**src/rtl/byte_packer_if.sv**
```systemverilog
// Byte-stream, end-of-message and packed-word handshakes of the byte packer.
// Latency: none (signal bundle only).
// Backpressure: byte_ready / end_ack / word_ack carry the flow control.
//   slave  : the packer (takes bytes and end_msg, drives the word side)
//   master : the byte source / word sink facing the packer
interface byte_packer_if;
   logic [7:0]  byte_in;
   logic        byte_valid;
   logic        byte_ready;
   logic        end_msg;
   logic        end_ack;
   logic [63:0] word_out;
   logic        word_valid;
   logic        word_last;
   logic [2:0]  word_bytes;
   logic        word_ack;

   modport slave (
      input  byte_in, byte_valid, end_msg, word_ack,
      output byte_ready, end_ack, word_out, word_valid, word_last, word_bytes
   );

   modport master (
      output byte_in, byte_valid, end_msg, word_ack,
      input  byte_ready, end_ack, word_out, word_valid, word_last, word_bytes
   );
endinterface

```
**src/rtl/byte_packer.sv**
```systemverilog
// Packs one message byte stream into 64-bit words for the padder; one message per reset.
// Latency: full word 1 cycle after its 8th byte; last word 1 cycle after end_ack.
// Backpressure: stalls bytes only when 7 bytes are held and the output slot is full.
//   clk, reset : clock, synchronous active-high reset
//   bus.slave  : byte_in/byte_valid/byte_ready, end_msg/end_ack,
//                word_out/word_valid/word_last/word_bytes/word_ack
module byte_packer #(
   parameter bit BIG_FIRST = 1'b1   // 1: first byte of a word in [63:56]
) (
   input  logic          clk,
   input  logic          reset,
   byte_packer_if.slave  bus
);
   typedef enum logic [1:0] {FILL, FLUSH, DONE} state_t;

   state_t      state_q, state_d;
   logic [63:0] acc_q, acc_d;
   logic [2:0]  cnt_q, cnt_d;
   logic [63:0] slot_word_q, slot_word_d;
   logic        slot_valid_q, slot_valid_d;
   logic        slot_last_q, slot_last_d;
   logic [2:0]  slot_num_q, slot_num_d;

   logic        byte_rdy;
   logic        end_rdy;
   logic        byte_take;
   logic        word_take;
   logic [2:0]  lane_sel;
   logic [5:0]  lane_lo;
   logic [63:0] acc_ins;

   // Lane cnt counts from the top byte when BIG_FIRST (~cnt == 7-cnt).
   always_comb begin
      lane_sel = BIG_FIRST ? ~cnt_q : cnt_q;
      lane_lo  = {lane_sel, 3'b000};
      acc_ins  = acc_q;
      acc_ins[lane_lo +: 8] = bus.byte_in;
   end

   // The 8th byte may only enter when the slot is free to take the word.
   assign byte_rdy  = (state_q == FILL) && !((cnt_q == 3'd7) && slot_valid_q);
   // Pending bytes take priority over the end request.
   assign end_rdy   = (state_q == FILL) && bus.end_msg && !bus.byte_valid && !slot_valid_q;
   assign byte_take = bus.byte_valid && byte_rdy;
   assign word_take = slot_valid_q && bus.word_ack;

   always_comb begin
      state_d      = state_q;
      acc_d        = acc_q;
      cnt_d        = cnt_q;
      slot_word_d  = slot_word_q;
      slot_valid_d = slot_valid_q;
      slot_last_d  = slot_last_q;
      slot_num_d   = slot_num_q;

      // Clear the whole slot on acceptance; refill waits for the next cycle
      // because both load paths require an empty slot as seen this cycle.
      if (word_take) begin
         slot_word_d  = '0;
         slot_valid_d = 1'b0;
         slot_last_d  = 1'b0;
         slot_num_d   = 3'd0;
         if (state_q == FLUSH) begin
            state_d = DONE;
         end
      end

      if (byte_take) begin
         if (cnt_q == 3'd7) begin
            slot_word_d  = acc_ins;
            slot_valid_d = 1'b1;
            slot_last_d  = 1'b0;
            slot_num_d   = 3'd0;
            acc_d        = '0;
            cnt_d        = 3'd0;
         end else begin
            acc_d = acc_ins;
            cnt_d = cnt_q + 3'd1;
         end
      end else if (end_rdy) begin
         // Unfilled lanes are already zero in the accumulator.
         slot_word_d  = acc_q;
         slot_valid_d = 1'b1;
         slot_last_d  = 1'b1;
         slot_num_d   = cnt_q;
         acc_d        = '0;
         cnt_d        = 3'd0;
         state_d      = FLUSH;
      end
   end

   always_ff @(posedge clk) begin
      if (reset) begin
         state_q      <= FILL;
         acc_q        <= '0;
         cnt_q        <= 3'd0;
         slot_word_q  <= '0;
         slot_valid_q <= 1'b0;
         slot_last_q  <= 1'b0;
         slot_num_q   <= 3'd0;
      end else begin
         state_q      <= state_d;
         acc_q        <= acc_d;
         cnt_q        <= cnt_d;
         slot_word_q  <= slot_word_d;
         slot_valid_q <= slot_valid_d;
         slot_last_q  <= slot_last_d;
         slot_num_q   <= slot_num_d;
      end
   end

   assign bus.byte_ready = byte_rdy;
   assign bus.end_ack    = end_rdy;
   assign bus.word_out   = slot_valid_q ? slot_word_q : 64'd0;
   assign bus.word_valid = slot_valid_q;
   assign bus.word_last  = slot_valid_q && slot_last_q;
   assign bus.word_bytes = (slot_valid_q && slot_last_q) ? slot_num_q : 3'd0;
endmodule

```
**src/flat_wrapper.sv**
```systemverilog
// flat-port wrapper written by rule: the top's interface ports become plain ports
module byte_packer_flat 
#(
   parameter bit BIG_FIRST = 1'b1                                        
)
  (clk, reset, bus_byte_in, bus_byte_valid, bus_end_msg, bus_word_ack, bus_byte_ready, bus_end_ack, bus_word_out, bus_word_valid, bus_word_last, bus_word_bytes);
  byte_packer_if bus_i ();
  input  logic clk;
  input  logic reset;
  input wire logic [$bits(bus_i.byte_in)-1:0] bus_byte_in;
  input wire logic [$bits(bus_i.byte_valid)-1:0] bus_byte_valid;
  input wire logic [$bits(bus_i.end_msg)-1:0] bus_end_msg;
  input wire logic [$bits(bus_i.word_ack)-1:0] bus_word_ack;
  output wire logic [$bits(bus_i.byte_ready)-1:0] bus_byte_ready;
  output wire logic [$bits(bus_i.end_ack)-1:0] bus_end_ack;
  output wire logic [$bits(bus_i.word_out)-1:0] bus_word_out;
  output wire logic [$bits(bus_i.word_valid)-1:0] bus_word_valid;
  output wire logic [$bits(bus_i.word_last)-1:0] bus_word_last;
  output wire logic [$bits(bus_i.word_bytes)-1:0] bus_word_bytes;
  assign bus_i.byte_in = bus_byte_in;
  assign bus_i.byte_valid = bus_byte_valid;
  assign bus_i.end_msg = bus_end_msg;
  assign bus_i.word_ack = bus_word_ack;
  assign bus_byte_ready = bus_i.byte_ready;
  assign bus_end_ack = bus_i.end_ack;
  assign bus_word_out = bus_i.word_out;
  assign bus_word_valid = bus_i.word_valid;
  assign bus_word_last = bus_i.word_last;
  assign bus_word_bytes = bus_i.word_bytes;
  byte_packer #(.BIG_FIRST(BIG_FIRST)) u_core (.clk(clk), .reset(reset), .bus(bus_i));
endmodule
```
**config.mk**
```make
export PLATFORM = sky130hd
export DESIGN_NAME = byte_packer_flat
export DESIGN_NICKNAME = d
export VERILOG_FILES = /design/src/rtl/byte_packer_if.sv /design/src/rtl/byte_packer.sv /design/src/flat_wrapper.sv
export SDC_FILE = /design/constraint.sdc
export NUM_CORES = 1
export LEC_CHECK = 0
export CAP_MARGIN = 10
export CORE_MARGIN = 4
export CORE_UTILIZATION = 40
export DETAILED_ROUTE_END_ITERATION = 7
export GPL_TIMING_DRIVEN = 0
export PLACE_DENSITY = 0.69
export SYNTH_ARGS = -nofsm -noshare
export SYNTH_HDL_FRONTEND = slang
export SYNTH_SLANG_ARGS = --single-unit
```
**constraint.sdc**
```tcl
create_clock -name clk -period 4.33 [get_ports clk]
set_input_delay 0.866 -clock clk [delete_from_list [all_inputs] [get_ports clk]]
set_output_delay 0.866 -clock clk [all_outputs]
set_load 0.01 [all_outputs]
```
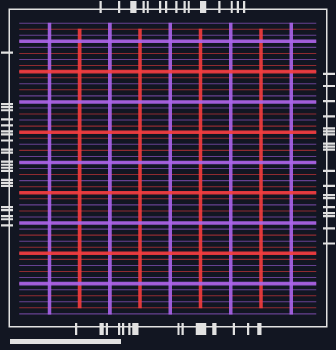
**Above:** run 1 (power grid).
Scale bar: 50 um. Pins as bars on the die edge.
| net | colour |
|---|---|
| VDD | red |
| VSS | purple |
signal pins: 84
met4 straps: 9
rows: 48
die span in x: 142 um
Max VDD drop: 305 uV
CORE AREA: 0.0174 mm^2

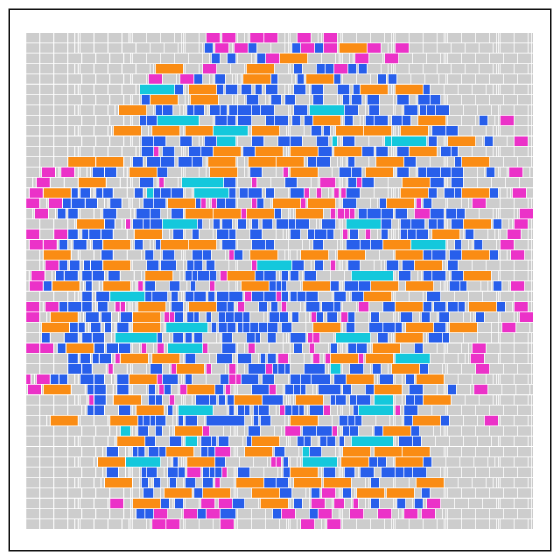
**Above:** run 1 (placement by cell class).
Fill, decap, tap and diode cells in grey.
| class | colour | cells | share of their area |
|---|---|---|---|
| remaining logic cells | blue | 563 | 47% |
| remaining buffers and delay cells | magenta | 161 | 13% |
| clock drivers and dummy loads | cyan | 32 | 7.8% |
| registers | orange | 138 | 32% |

==> CHANGELOG.md, run 1 <==
### Changed

* Final setup vio count at 0
* Post-synthesis net count at 798
* Status: finished clean
* Post-Synth Simple-Gate Area at 19.0%
* Final worst slack at 0.469 ns
* Synth-to-Final Area Change at 24.5%
* Top Metal Used: met4
* Pin count of the biggest net entering global routing at 17
* Synth top cell by count: dfxtp_1
* Post-route cell area at 0.00893 mm^2
* Max Freq at 259 MHz
* Metal-1 WL at 10,700 um
* Critical Path RT at 3.46 ns
* Num CTS Buffers at 17
* Layout cell share with drive strength beyond 1 at 9.96%
* Crit. End Element: primary output
* Via density at 6.14
* Synth area leader: dfxtp_1
* Routed wl met3 at 1650 um
* Leakage Power at 3.17 nW
* Most Crowded Layer GR: met2
* PwrDens at 368 mW/mm^2
* Flop count at 138
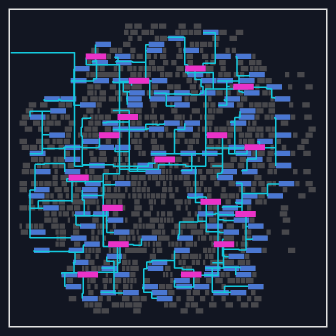
**Above:** run 1 (clock network drawn from the DEF).
[clock-net drivers] magenta | count: 17
[clock wires] cyan | length: 1,870 um
[flip-flops] blue | count: 138
routed clock nets: 18
clock-net power: 1.68 mW
clock skew: 0.00817 ns
Latency at later pin: 0.44 ns
clock power share: 51.2%

==> run 1: sequential cells by signal, indices dropped and copies added, names as in the netlist <==
name                   count
u_core.slot_last_q         1
u_core.slot_num_q          3
u_core.slot_word_q        64
u_core.acc_q              64
u_core.bus.word_valid      1
u_core.state_q             2
u_core.cnt_q               3
==> run 1: critical path: stages <==
cell	delay [ns]
clkdlybuf4s50_1	0.52
nor2b_1	0.14
nand2_1	0.17
inv_2	0.21
buf_4	0.23
buf_2	0.27
clkdlybuf4s50_1	0.58
==> run 1: kinds of logic after synthesis <==
logic type               count (synthesis)
buffers and inverters                   88
multiplexers                            33
AND-OR/OR-AND                          305
flip-flops                             138
adder cells (fa/ha/maj)                  3
AND/OR/NAND/NOR                        215
**Run 1: the clock network**

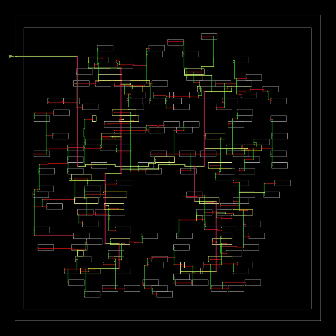

--- run 2 (diff from run 1) ---
CORE_UTILIZATION = 44   (was 40)
PLACE_DENSITY = 0.74   (was 0.69)
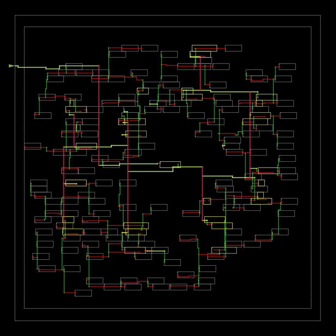
**Above:** run 2 (the clock network).
Num CTS Buffers: 17
clock skew: 0.00841 ns

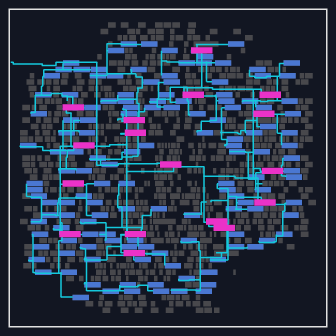
**Above:** run 2 (clock network drawn from the DEF).
[clock-net drivers] magenta | count: 17
[clock wires] cyan | length: 1,750 um
[flip-flops] blue | count: 138
routed clock nets: 18
clock-net power: 1.57 mW
clock power share: 49.4%
Latency at later pin: 0.43 ns

==> run 2 against run 1 <==
Sequential share of layout area increased by 0.18 points. Fmax increased by 1.3%. Setup slack improved by 0.048 ns. Wire length grew 2.1%. Area after synthesis unchanged. Critical endpoint unchanged. Clock skew about the same. Die size down 8.6%. Hold slack better by 0.0058 ns. Cell count down 0.89%. Flip-flop count unchanged. Largest cell class unchanged. Design area decreased by 0.57%.
==> CHANGELOG.md, run 2 <==
### Changed

* WL/cell at 22.2 um
* WP buf/inv at 5 (unchanged)
* Status: finished clean
* Max VDD drop at 293 uV (-3.9%)
* Max Freq at 262 MHz (+1.3%)
* Crit. End Element: primary output
* P_comb at 308 uW
* Slowest-stage cell, CP: clkdlybuf4s50_1
* Post-route cell area at 0.00888 mm^2 (-0.57%)
* Largest regs: u_core.acc_q x64, u_core.slot_word_q x64
* Final worst slack at 0.517 ns (+0.0484 ns)
* Die span in x at 136 um (-4.4%)
* Synth Register Bits at 138
* Complex Gates by Area at 31.9%
* Comb power frac at 9.7%
* Synth-to-Final Area Change at 23.8%
* Levels on crit path at 7 (unchanged)
* CORE AREA at 0.0159 mm^2 (-8.5%)
* Post-Synth Simple-Gate Area at 19.0% (unchanged)
* Leakage Power at 3.15 nW (-0.82%)
* Synth area leader: dfxtp_1
* PwrDens at 358 mW/mm^2 (-2.9%)
* Post-synthesis net count at 798 (unchanged)
* Final setup vio count at 0 (unchanged)
* Layout cell share with drive strength beyond 1 at 9.97% (+0.011 points)
* Cell mode on critical path: clkdlybuf4s50_1
* Reg2reg start: u_core.cnt_q[1]$_SDFFE_PP0P_
* Synth top cell by count: dfxtp_1
* CP delay by family, top: buffers and inverters
* Nets at 897
* Via density at 6.34 (+3.3%)
* Pin count of the biggest net entering global routing at 17 (unchanged)
-- run 2: per-layer routing --
layer  part of all wire (%)  global-route usage [%]  up-vias
met4                    3.2                    11.9        0
li1                       -                       -     3178
met3                    9.7                    5.24       67
met1                     41                    35.4     3335
met2                     46                    42.0      453
met5                      0                       0        -
-- run 2: area by class of cell --
type	instances	area, um^2
Inverter	7	31.3
Timing Repair Buffer	80	801
Fill cell	1473	7060
Buffer	81	365
Clock inverter	11	169
Clock buffer	20	467
Sequential cell	138	2760
Tap cell	216	270
Multi-Input combinational cell	556	4010
-- run 2: worst reg2reg max path, stage by stage, from the launching register on --
cell and delay (ns):
dfxtp_1 0.44, ha_1 0.22, ha_1 0.31, buf_2 0.34, buf_1 0.55, clkbuf_1 0.46
a21oi_1 0.12, o32ai_1 0.27
**Run 2: signal wires by layer**

Scale bar: 50 um. Only two layers are drawn.
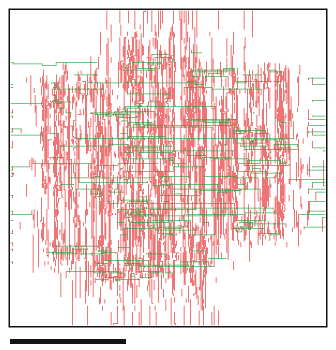

--- run 3 (diff from run 2) ---
--- a/config.mk
+++ b/config.mk
@@ -12,3 +12,3 @@
 export GPL_TIMING_DRIVEN = 0
-export PLACE_DENSITY = 0.74
+export PLACE_DENSITY = 0.72
 export SYNTH_ARGS = -nofsm -noshare
==> constraint.sdc (replaced) <==
create_clock -name clk -period 4.33 [get_ports clk]
set_input_delay 1.299 -clock clk [delete_from_list [all_inputs] [get_ports clk]]
set_output_delay 1.299 -clock clk [all_outputs]
set_load 0.01 [all_outputs]
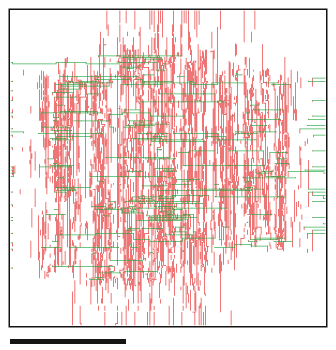
**Above:** run 3 (signal wires by layer).
Scale bar: 50 um. Only two layers are drawn.
| layer | colour | wire length |
|---|---|---|
| M3 | green | 2,090 um |
| M2 | red | 11,100 um |
gr usage total: 26.1%
WL final: 24,100 um
WL/cell: 21.7 um
via count: 6,992

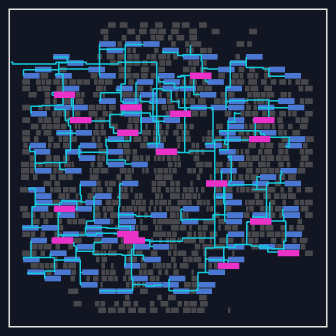
**Above:** run 3 (clock network drawn from the DEF).
[clock wires] cyan | length: 1,800 um
[flip-flops] blue | count: 138
[clock-net drivers] magenta | count: 17
routed clock nets: 18
flops lie: spread over the die
clock skew: 0.00805 ns
clock-net power: 1.41 mW
clock power share: 46.8%

==> run 3 against run 2 <==
Wire length shrank 2.0%. First-iteration DRC count is 0.35% higher. Clock skew is essentially flat. Hold slack got worse by 0.00069 ns. Flip-flop count stayed put. Sequential power about the same. Clock-buffer cell count increased by 4. Cell count about the same. Critical endpoint unchanged.
==> CHANGELOG.md, run 3 <==
### Changed

* CORE AREA at 0.0159 mm^2 (unchanged)
* Post-synthesis net count at 798 (unchanged)
* Pin count of the biggest net entering global routing at 20 (+3)
* Synth area leader: dfxtp_1
* Synth top cell by count: dfxtp_1
* Top Metal Used: met4
* GR Util met2 at 41.3% (-0.77 points)
* Final setup vio count at 0 (unchanged)
* Leakage Power at 3.14 nW (-0.18%)
* Complex Gates by Area at 31.9% (unchanged)
* Synth Register Bits at 138 (unchanged)
* Met3 usage in global routing at 5.79% (+0.56 points)
* Via density at 6.30 (-0.67%)
* Largest regs: u_core.acc_q x64, u_core.slot_word_q x64
* Die span in x at 136 um (unchanged)
* Reg2reg start: u_core.cnt_q[1]$_SDFFE_PP0P_
* Most Crowded Layer GR: met2
* Latency at later pin at 0.43 ns (about the same)
* Levels on crit path at 6 (-1)
* Crit. End Element: primary output
* Num CTS Buffers at 17 (unchanged)
* Routed wl met2 at 11,100 um (-2.6%)
* Post-Synth Simple-Gate Area at 19.0% (unchanged)
* Layout cell share with drive strength beyond 1 at 9.85% (-0.11 points)
* Final worst slack at 0.394 ns (-0.123 ns)
* Filler cell count at 1,489 (+1.1%)
* Nets at 897 (unchanged)
* Max Freq at 254 MHz (-3.1%)
* Status: finished clean
* PwrDens at 342 mW/mm^2 (-4.3%)
[run 3: cell type report]
cell class	instances	area [um^2]	area share, %
sequential	138	2760	31.3
multi-input combinational	556	4020	45.5
inverter	7	31.3	0.354
tap	216	270	3.06
clock buffer	24	502	5.69
buffer	80	364	4.13
timing repair buffer	81	811	9.19
antenna	1	2.50	0.0284
clock inverter	7	65.1	0.737
[run 3: where the power goes]
part / switching, mW / internal, mW / total (mW) / leakage [nW]
Sequential: 0.0143 / 1.29 / 1.30 / 1.11
Combinational: 0.226 / 0.0821 / 0.308 / 1.75
Clock: 0.554 / 0.858 / 1.41 / 0.278
[run 3: repair_timing]
item	4_1_cts	5_1_grt
setup endpoints to repair	1	1
buffers inserted	1	0
gates resized	2	1
Power is estimated from default activity; no workload was simulated.
